$ cat src/rtl/md_pkg.sv
// Shared definitions for the multiply/divide issue front end: op classes,
// hi/lo selects, ctrl codes, FSM states and small decode helpers.
package md_pkg;

  typedef enum logic [1:0] {
    MD_CLS_NONE = 2'b00,
    MD_CLS_CALC = 2'b01,
    MD_CLS_MT   = 2'b10,
    MD_CLS_MF   = 2'b11
  } md_cls_e;

  localparam logic [1:0] MD_SEL_NONE = 2'b00;
  localparam logic [1:0] MD_SEL_HI   = 2'b01;
  localparam logic [1:0] MD_SEL_LO   = 2'b10;

  localparam logic [2:0] MD_CTRL_MULT  = 3'b000;
  localparam logic [2:0] MD_CTRL_MULTU = 3'b001;
  localparam logic [2:0] MD_CTRL_DIV   = 3'b010;
  localparam logic [2:0] MD_CTRL_DIVU  = 3'b011;
  localparam logic [2:0] MD_CTRL_MADD  = 3'b100;

  localparam int MD_CNT_W = 8;

  typedef enum logic [1:0] {
    ST_IDLE  = 2'b00,
    ST_ISSUE = 2'b01,
    ST_RUN   = 2'b10,
    ST_WRITE = 2'b11
  } md_state_e;

  function automatic logic md_is_short(input logic [2:0] ctrl);
    logic short_s;
    case (ctrl)
      MD_CTRL_MULT, MD_CTRL_MULTU, MD_CTRL_MADD: short_s = 1'b1;
      default:                                   short_s = 1'b0;
    endcase
    return short_s;
  endfunction

  // Only the exact 001/010 codes name hi/lo; anything else is a no-op.
  function automatic logic [1:0] md_hilo_sel(input logic [2:0] sel);
    logic [1:0] hl_s;
    case (sel)
      3'b001:  hl_s = MD_SEL_HI;
      3'b010:  hl_s = MD_SEL_LO;
      default: hl_s = MD_SEL_NONE;
    endcase
    return hl_s;
  endfunction

endpackage

$ cat src/rtl/md_wdog.sv
// Latency watchdog: counts busy cycles of an in-flight op and raises a
// sticky error once the ctrl-dependent limit is reached.
module md_wdog
  import md_pkg::*;
#(
  parameter int MUL_LAT   = 5,
  parameter int DIV_LAT   = 10,
  parameter int TMO_SLACK = 4
) (
  input  logic       clk,
  input  logic       reset,
  input  logic       clr_i,
  input  logic       inc_i,
  input  logic [2:0] ctrl_i,
  output logic       hit_o,
  output logic       err_o
);

  localparam logic [MD_CNT_W-1:0] LIM_SHORT = MD_CNT_W'(MUL_LAT + TMO_SLACK);
  localparam logic [MD_CNT_W-1:0] LIM_LONG  = MD_CNT_W'(DIV_LAT + TMO_SLACK);

  logic [MD_CNT_W-1:0] cnt_q, cnt_d, cnt_inc_s, limit_s;
  logic                err_q, err_d;

  assign limit_s   = md_is_short(ctrl_i) ? LIM_SHORT : LIM_LONG;
  assign cnt_inc_s = cnt_q + MD_CNT_W'(1);
  assign hit_o     = inc_i & (cnt_inc_s >= limit_s);
  assign err_o     = err_q;

  // Next count and sticky error flag.
  always_comb begin
    cnt_d = cnt_q;
    err_d = err_q;
    if (clr_i) begin
      cnt_d = '0;
    end else if (inc_i) begin
      cnt_d = cnt_inc_s;
      if (hit_o) begin
        err_d = 1'b1;
      end else begin
        err_d = err_q;
      end
    end else begin
      cnt_d = cnt_q;
    end
  end

  // Counter and flag registers.
  always_ff @(posedge clk or negedge reset) begin
    if (!reset) begin
      cnt_q <= '0;
      err_q <= 1'b0;
    end else begin
      cnt_q <= cnt_d;
      err_q <= err_d;
    end
  end

endmodule

$ cat src/rtl/md_issue_unit.sv
// E-stage issue front end for the multiply/divide unit: sequencing, stall,
// interrupt suppression and watchdog. Perf counters under MD_ISSUE_PERF_EN.
module md_issue_unit
  import md_pkg::*;
#(
  parameter int MUL_LAT   = 5,
  parameter int DIV_LAT   = 10,
  parameter int TMO_SLACK = 4
) (
  input  logic        clk,
  input  logic        reset,
  input  logic        op_valid,
  input  logic [1:0]  op_cls,
  input  logic [2:0]  op_sel,
  input  logic [31:0] rs_val,
  input  logic [31:0] rt_val,
  input  logic        int_req,
  input  logic        md_busy,
  input  logic [31:0] md_rd,
  output logic        md_start,
  output logic [2:0]  md_ctrl,
  output logic [31:0] md_srca,
  output logic [31:0] md_srcb,
  output logic [31:0] md_wd,
  output logic [1:0]  md_we,
  output logic [1:0]  md_re,
  output logic [31:0] mf_data,
  output logic        stall_e,
  output logic        wdog_err
`ifdef MD_ISSUE_PERF_EN
  ,
  output logic [31:0] perf_stall_cnt,
  output logic [31:0] perf_calc_cnt
`endif
);

  md_state_e   state_q, state_d;
  logic        md_start_q, md_start_d;
  logic [2:0]  md_ctrl_q, md_ctrl_d;
  logic [31:0] md_srca_q, md_srca_d;
  logic [31:0] md_srcb_q, md_srcb_d;
  logic [31:0] md_wd_q, md_wd_d;
  logic [1:0]  md_we_q, md_we_d;

  md_cls_e cls_s;
  logic    cls_valid_s, accept_s;
  logic    wdog_clr_s, wdog_inc_s, wdog_hit_s;

  assign cls_s       = md_cls_e'(op_cls);
  assign cls_valid_s = op_valid & (cls_s != MD_CLS_NONE);
  assign accept_s    = cls_valid_s & (state_q == ST_IDLE) & ~md_busy & ~int_req;
  // An interrupt flushes E, so it never stalls.
  assign stall_e     = cls_valid_s & ~accept_s & ~int_req;
  assign md_re       = (accept_s && cls_s == MD_CLS_MF) ? md_hilo_sel(op_sel) : MD_SEL_NONE;
  assign mf_data     = (md_re != MD_SEL_NONE) ? md_rd : 32'd0;

  assign wdog_clr_s  = (state_q == ST_ISSUE) & ~int_req;
  assign wdog_inc_s  = (state_q == ST_RUN) & md_busy;

  assign md_start = md_start_q;
  assign md_ctrl  = md_ctrl_q;
  assign md_srca  = md_srca_q;
  assign md_srcb  = md_srcb_q;
  assign md_wd    = md_wd_q;
  assign md_we    = md_we_q;

  md_wdog #(
    .MUL_LAT   (MUL_LAT),
    .DIV_LAT   (DIV_LAT),
    .TMO_SLACK (TMO_SLACK)
  ) u_wdog (
    .clk    (clk),
    .reset  (reset),
    .clr_i  (wdog_clr_s),
    .inc_i  (wdog_inc_s),
    .ctrl_i (md_ctrl_q),
    .hit_o  (wdog_hit_s),
    .err_o  (wdog_err)
  );

  // FSM next state and next registered outputs; start/we are one-cycle pulses.
  always_comb begin
    state_d    = state_q;
    md_start_d = 1'b0;
    md_ctrl_d  = md_ctrl_q;
    md_srca_d  = md_srca_q;
    md_srcb_d  = md_srcb_q;
    md_wd_d    = md_wd_q;
    md_we_d    = MD_SEL_NONE;
    case (state_q)
      ST_IDLE: begin
        if (accept_s) begin
          case (cls_s)
            MD_CLS_CALC: begin
              md_start_d = 1'b1;
              md_ctrl_d  = op_sel;
              md_srca_d  = rs_val;
              md_srcb_d  = rt_val;
              state_d    = ST_ISSUE;
            end
            MD_CLS_MT: begin
              md_wd_d = rs_val;
              md_we_d = md_hilo_sel(op_sel);
              state_d = ST_WRITE;
            end
            default: state_d = ST_IDLE;
          endcase
        end else begin
          state_d = ST_IDLE;
        end
      end
      ST_ISSUE: begin
        if (int_req) begin
          state_d = ST_IDLE;
        end else begin
          state_d = ST_RUN;
        end
      end
      ST_RUN: begin
        if (!md_busy || wdog_hit_s) begin
          state_d = ST_IDLE;
        end else begin
          state_d = ST_RUN;
        end
      end
      ST_WRITE: state_d = ST_IDLE;
      default:  state_d = ST_IDLE;
    endcase
  end

  // FSM state and registered outputs.
  always_ff @(posedge clk or negedge reset) begin
    if (!reset) begin
      state_q    <= ST_IDLE;
      md_start_q <= 1'b0;
      md_ctrl_q  <= 3'b000;
      md_srca_q  <= 32'd0;
      md_srcb_q  <= 32'd0;
      md_wd_q    <= 32'd0;
      md_we_q    <= 2'b00;
    end else begin
      state_q    <= state_d;
      md_start_q <= md_start_d;
      md_ctrl_q  <= md_ctrl_d;
      md_srca_q  <= md_srca_d;
      md_srcb_q  <= md_srcb_d;
      md_wd_q    <= md_wd_d;
      md_we_q    <= md_we_d;
    end
  end

`ifdef MD_ISSUE_PERF_EN
  logic [31:0] perf_stall_q, perf_calc_q;

  assign perf_stall_cnt = perf_stall_q;
  assign perf_calc_cnt  = perf_calc_q;

  // Free-running performance counters, wrapping naturally.
  always_ff @(posedge clk or negedge reset) begin
    if (!reset) begin
      perf_stall_q <= 32'd0;
      perf_calc_q  <= 32'd0;
    end else begin
      if (stall_e) begin
        perf_stall_q <= perf_stall_q + 32'd1;
      end else begin
        perf_stall_q <= perf_stall_q;
      end
      if (accept_s && cls_s == MD_CLS_CALC) begin
        perf_calc_q <= perf_calc_q + 32'd1;
      end else begin
        perf_calc_q <= perf_calc_q;
      end
    end
  end
`endif

endmodule
$ cat config.mk
export PLATFORM = sky130hd
export DESIGN_NAME = md_issue_unit
export DESIGN_NICKNAME = d
export VERILOG_FILES = /design/src/rtl/md_pkg.sv /design/src/rtl/md_wdog.sv /design/src/rtl/md_issue_unit.sv
export SDC_FILE = /design/constraint.sdc
export NUM_CORES = 1
export LEC_CHECK = 0
export CAP_MARGIN = 0
export CORE_MARGIN = 2
export CORE_UTILIZATION = 43
export DETAILED_ROUTE_END_ITERATION = 8
export PLACE_DENSITY_LB_ADDON = 0.08
export SYNTH_ARGS = -nofsm -noshare
export SYNTH_HDL_FRONTEND = slang
export SYNTH_SLANG_ARGS = --single-unit
$ cat constraint.sdc
create_clock -name clk -period 6.02 [get_ports clk]
set_input_delay 1.204 -clock clk [delete_from_list [all_inputs] [get_ports clk]]
set_output_delay 1.204 -clock clk [all_outputs]
set_load 0.02 [all_outputs]
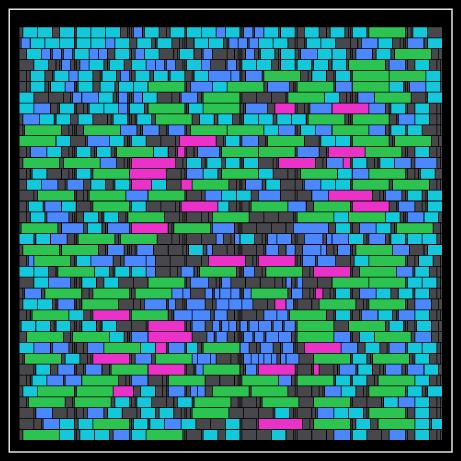
Figure 1: cell classes on the final placement.
Drawn at 4 px/um. Fill, decap, tap and diode cells in grey.
Green is sequential cells, cells 113. Cyan is remaining buffers and delay cells, cells 245. Magenta is clock drivers and dummy loads, cells 31. Blue is remaining logic cells, cells 209.

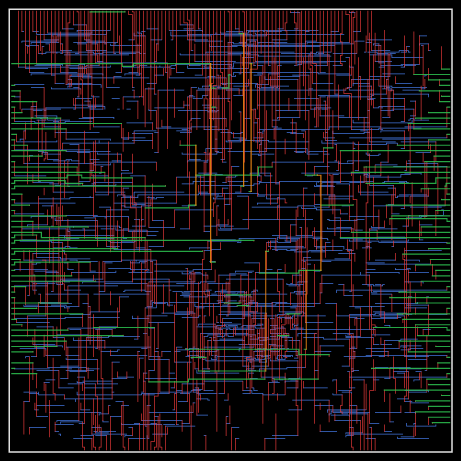
Figure 2: metal layers overlaid.
Drawn at 4 px/um.
Orange is M4, wire length 209 um. Green is M3, wire length 1480 um. Red is M2, wire length 6150 um. Blue is M1, wire length 5400 um.

==> results.sh <==
# implementation run metrics
export IMPL_mean_post_synth_cell_area_um2=14.4
export IMPL_power_clock_total_uw=1050
export IMPL_placed_cells_incl_taps=707
export IMPL_lay_top_cells="242 x clkdlybuf4s50_1, 113 x dfrtp_1, 80 x mux2_2, 35 x and2_1, 19 x mux2_4"
export IMPL_postCtsResizedCells=0
export IMPL_mostFrequentLayoutCell="clkdlybuf4s50_1"
export IMPL_critical_path_class="in2out"
export IMPL_numCtsBuffers=17
export IMPL_grt_start_max_net_pins=69
export IMPL_fillCellCount=803
export IMPL_timing_critical_path_to="mf_data[18]"
export IMPL_coreArea_um2=10900
export IMPL_die_y_um=110
export IMPL_edf_count=0
export IMPL_final_cell_count_no_fill=738
export IMPL_drv_cap=0
export IMPL_worst_r2r_setup_slack_ns=3.70
export IMPL_synth_top_area_share_pct=58.2
export IMPL_cts_hold_repair_buffers=0
export IMPL_worstPathMaxFanout=32
export IMPL_tns_ns=0
export IMPL_clockBufferDepth=2
export IMPL_synth_yosys_num_cells=338
export IMPL_syn_cell_area_um2=4860
export IMPL_outcome="finished clean"
export IMPL_syn_nets=452
export IMPL_netlist_instances=338
export IMPL_floorplan_die_area_um2=12200
export IMPL_post_route_worst_setup_slack_ns=1.04
export IMPL_end_kind="output port"
export IMPL_final_nets=700
export IMPL_r2r_end="md_wd[3]"
export IMPL_max_clock_skew_ns=0.00816
export IMPL_global_route_overflow_total=0
export IMPL_post_route_period_util_pct=82.8
export IMPL_wl_mm=13.2
export IMPL_critPathTopFamily="buffers and inverters"
export IMPL_swShare_pct=27.7
export IMPL_rows=38
export IMPL_antenna_violations_before_repair=0
export IMPL_synth_async_reset_ratio_pct=100
export IMPL_critical_path_launch_point_type="input port"
export IMPL_cts_tree="built"
export IMPL_rsz0062_at_grt="no"
export IMPL_power_internal_uw=2130
export IMPL_power_combinational_uw=872
export IMPL_numPortBuffers=243
export IMPL_peakVddDrop_mv=0.222
export IMPL_met1_usage_pct=26.8
export IMPL_clk_transition_reported_paths_ns=0.05
export IMPL_rr_startpoint="state_q[1]"
export IMPL_met1_length_mm=5.40
export IMPL_floorplan_initialDensity_pct=44.4
export IMPL_dr_wl_met2_mm=6.15
export IMPL_comb_power_share_pct=29.6
export IMPL_p_leak_uw=0.00357
export IMPL_place_area_um2=7400
export IMPL_finalInstanceArea_um2=8030
export IMPL_ys_chip_area_um2=4860
export IMPL_crit_buf_inv=4
export IMPL_max_clock_freq_mhz=201
export IMPL_routed_top_layer="met4"
export IMPL_ctsRootBufferMaster="clkbuf_16"
export IMPL_worstSetupPathDepth=9
export IMPL_crit_path_frequent_cell="clkdlybuf4s50_1"
export IMPL_final_layout_size_suffix_gt1_share_pct=22.7
export IMPL_clock_latency_ns=0.40
export IMPL_gp_congestion=0.842
export IMPL_min_cycle_time_layout_ns=4.98
export IMPL_final_hold_violation_count=0
export IMPL_floorplan_die_width_um=110
export IMPL_power_sequential_uw=1020
export IMPL_cp_required_ns=4.82
export IMPL_worst_r2r_cell_count=3
export IMPL_route_vias_total=3667
export IMPL_ioPinCount=244
export IMPL_whs_ns=0.478
export IMPL_number_of_global_route_vias_before_repair=3710
export IMPL_synth_seq_cells=113
export IMPL_place_ws_ns=1.03
export IMPL_maxSlewHeadroom_pct=30.5
export IMPL_antenna_left=0
export IMPL_ys_types=40
export IMPL_routed_via_density=4.97
export IMPL_setup_viol=0
export IMPL_maxSlewViolCount=0
export IMPL_cells_along_the_critical_path="clkdlybuf4s50_1 > inv_1 > ha_1 > nor4b_4 > nand4b_1 > a21oi_1 > buf_4 > and2_1 > clkdlybuf4s50_1"
export IMPL_wl_met3_mm=1.48
export IMPL_clock_power_share_pct=35.7
export IMPL_first_pass_grt_wire_length_mm=19.5
export IMPL_detailedRoute_firstPassIterationCount=4
export IMPL_drt_iter0_markers=135
export IMPL_clkSinkCount=113
export IMPL_ys_top_cells_by_area="dfrtp_1 58%, mux2_2 19%, mux2_4 5.9%, and2_1 4.5%, ha_1 2.1%"
export IMPL_dp_final_hpwl_mm=9.43
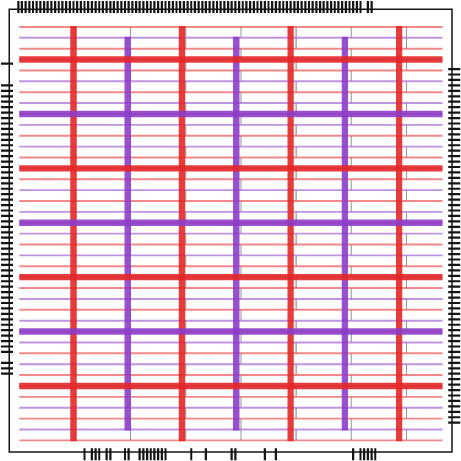
Figure 3: floorplan with the power grid.
Drawn at 4 px/um. Pins as bars on the die edge. Tap cells in grey.
Purple is VDD. Red is VSS.
140 tap cells. 7 straps on met5. 244 signal pins sit on the boundary.

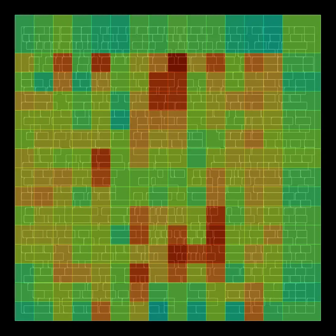
Figure 4: track usage over the die.
met2 layer usage reported by global route: 32.5%
share of the core filled with cells: 73.4%
highest-utilization routing layer at the global route stage: met2
global router's overall resource usage: 21.5%
met3 Track Usage GR: 10.5%

==> worst register-to-register path: stages (launching register included) <==
cell	delay, ns
dfrtp_1	0.43
nor4b_4	0.35
nand3_2	0.81
mux2_2	0.61
==> cells by family after synthesis <==
family                   count (synthesis)  synth area share, %
XOR/XNOR                                 3                0.541
multiplexers                            99                 24.4
AND-OR/OR-AND                           30                 4.09
AND/OR/NAND/NOR                         66                 8.68
adder cells (fa/ha/maj)                  8                 2.06
buffers and inverters                   19                 2.03
flip-flops                             113                 58.2
==> area by class of cell <==
type	instances	area (um^2)	share of cell area, %
multi-input cells	206	1940	24.2
clock buffers	21	470	5.86
clock inverters	10	158	1.96
inverters	3	11.3	0.140
well taps	140	175	2.18
flip-flops and latches	113	2830	35.2
repair buffers	245	2440	30.5
==> state kept, by name (all words and copies together) (netlist names) <==
name and count:
md_start 1, md_srcb 32, md_ctrl 3, md_srca 32, md_wd 32, state_q 2, u_wdog.err_o 1, md_we 2
u_wdog.cnt_q 8
==> worst min-delay path by stage <==
stage	to	slack, ns	cells past startpoint
6_report	u_wdog.err_o	0.48	1
5_1_grt	u_wdog.err_o	0.50	1
4_1_cts	u_wdog.err_o	0.49	1
3_5_place_dp	u_wdog.err_o	0.48	1
3_3_place_gp	u_wdog.err_o	0.47	1
2_1_floorplan	u_wdog.cnt_q[4]	0.48	1
==> cell usage after synthesis (all sizes together) (2+ instances only) <==
library cell	number
inv	3
nor3	2
and3	3
and2	35
and3b	2
dfrtp	113
o21ai	7
nor2	6
nand2b	2
mux2	99
a21boi	2
a21oi	6
nor4b	3
a22o	2
buf	10
ha	8
xor2	3
nand2	5
o31ai	4
clkbuf	6
nand3	3
a311oi	2
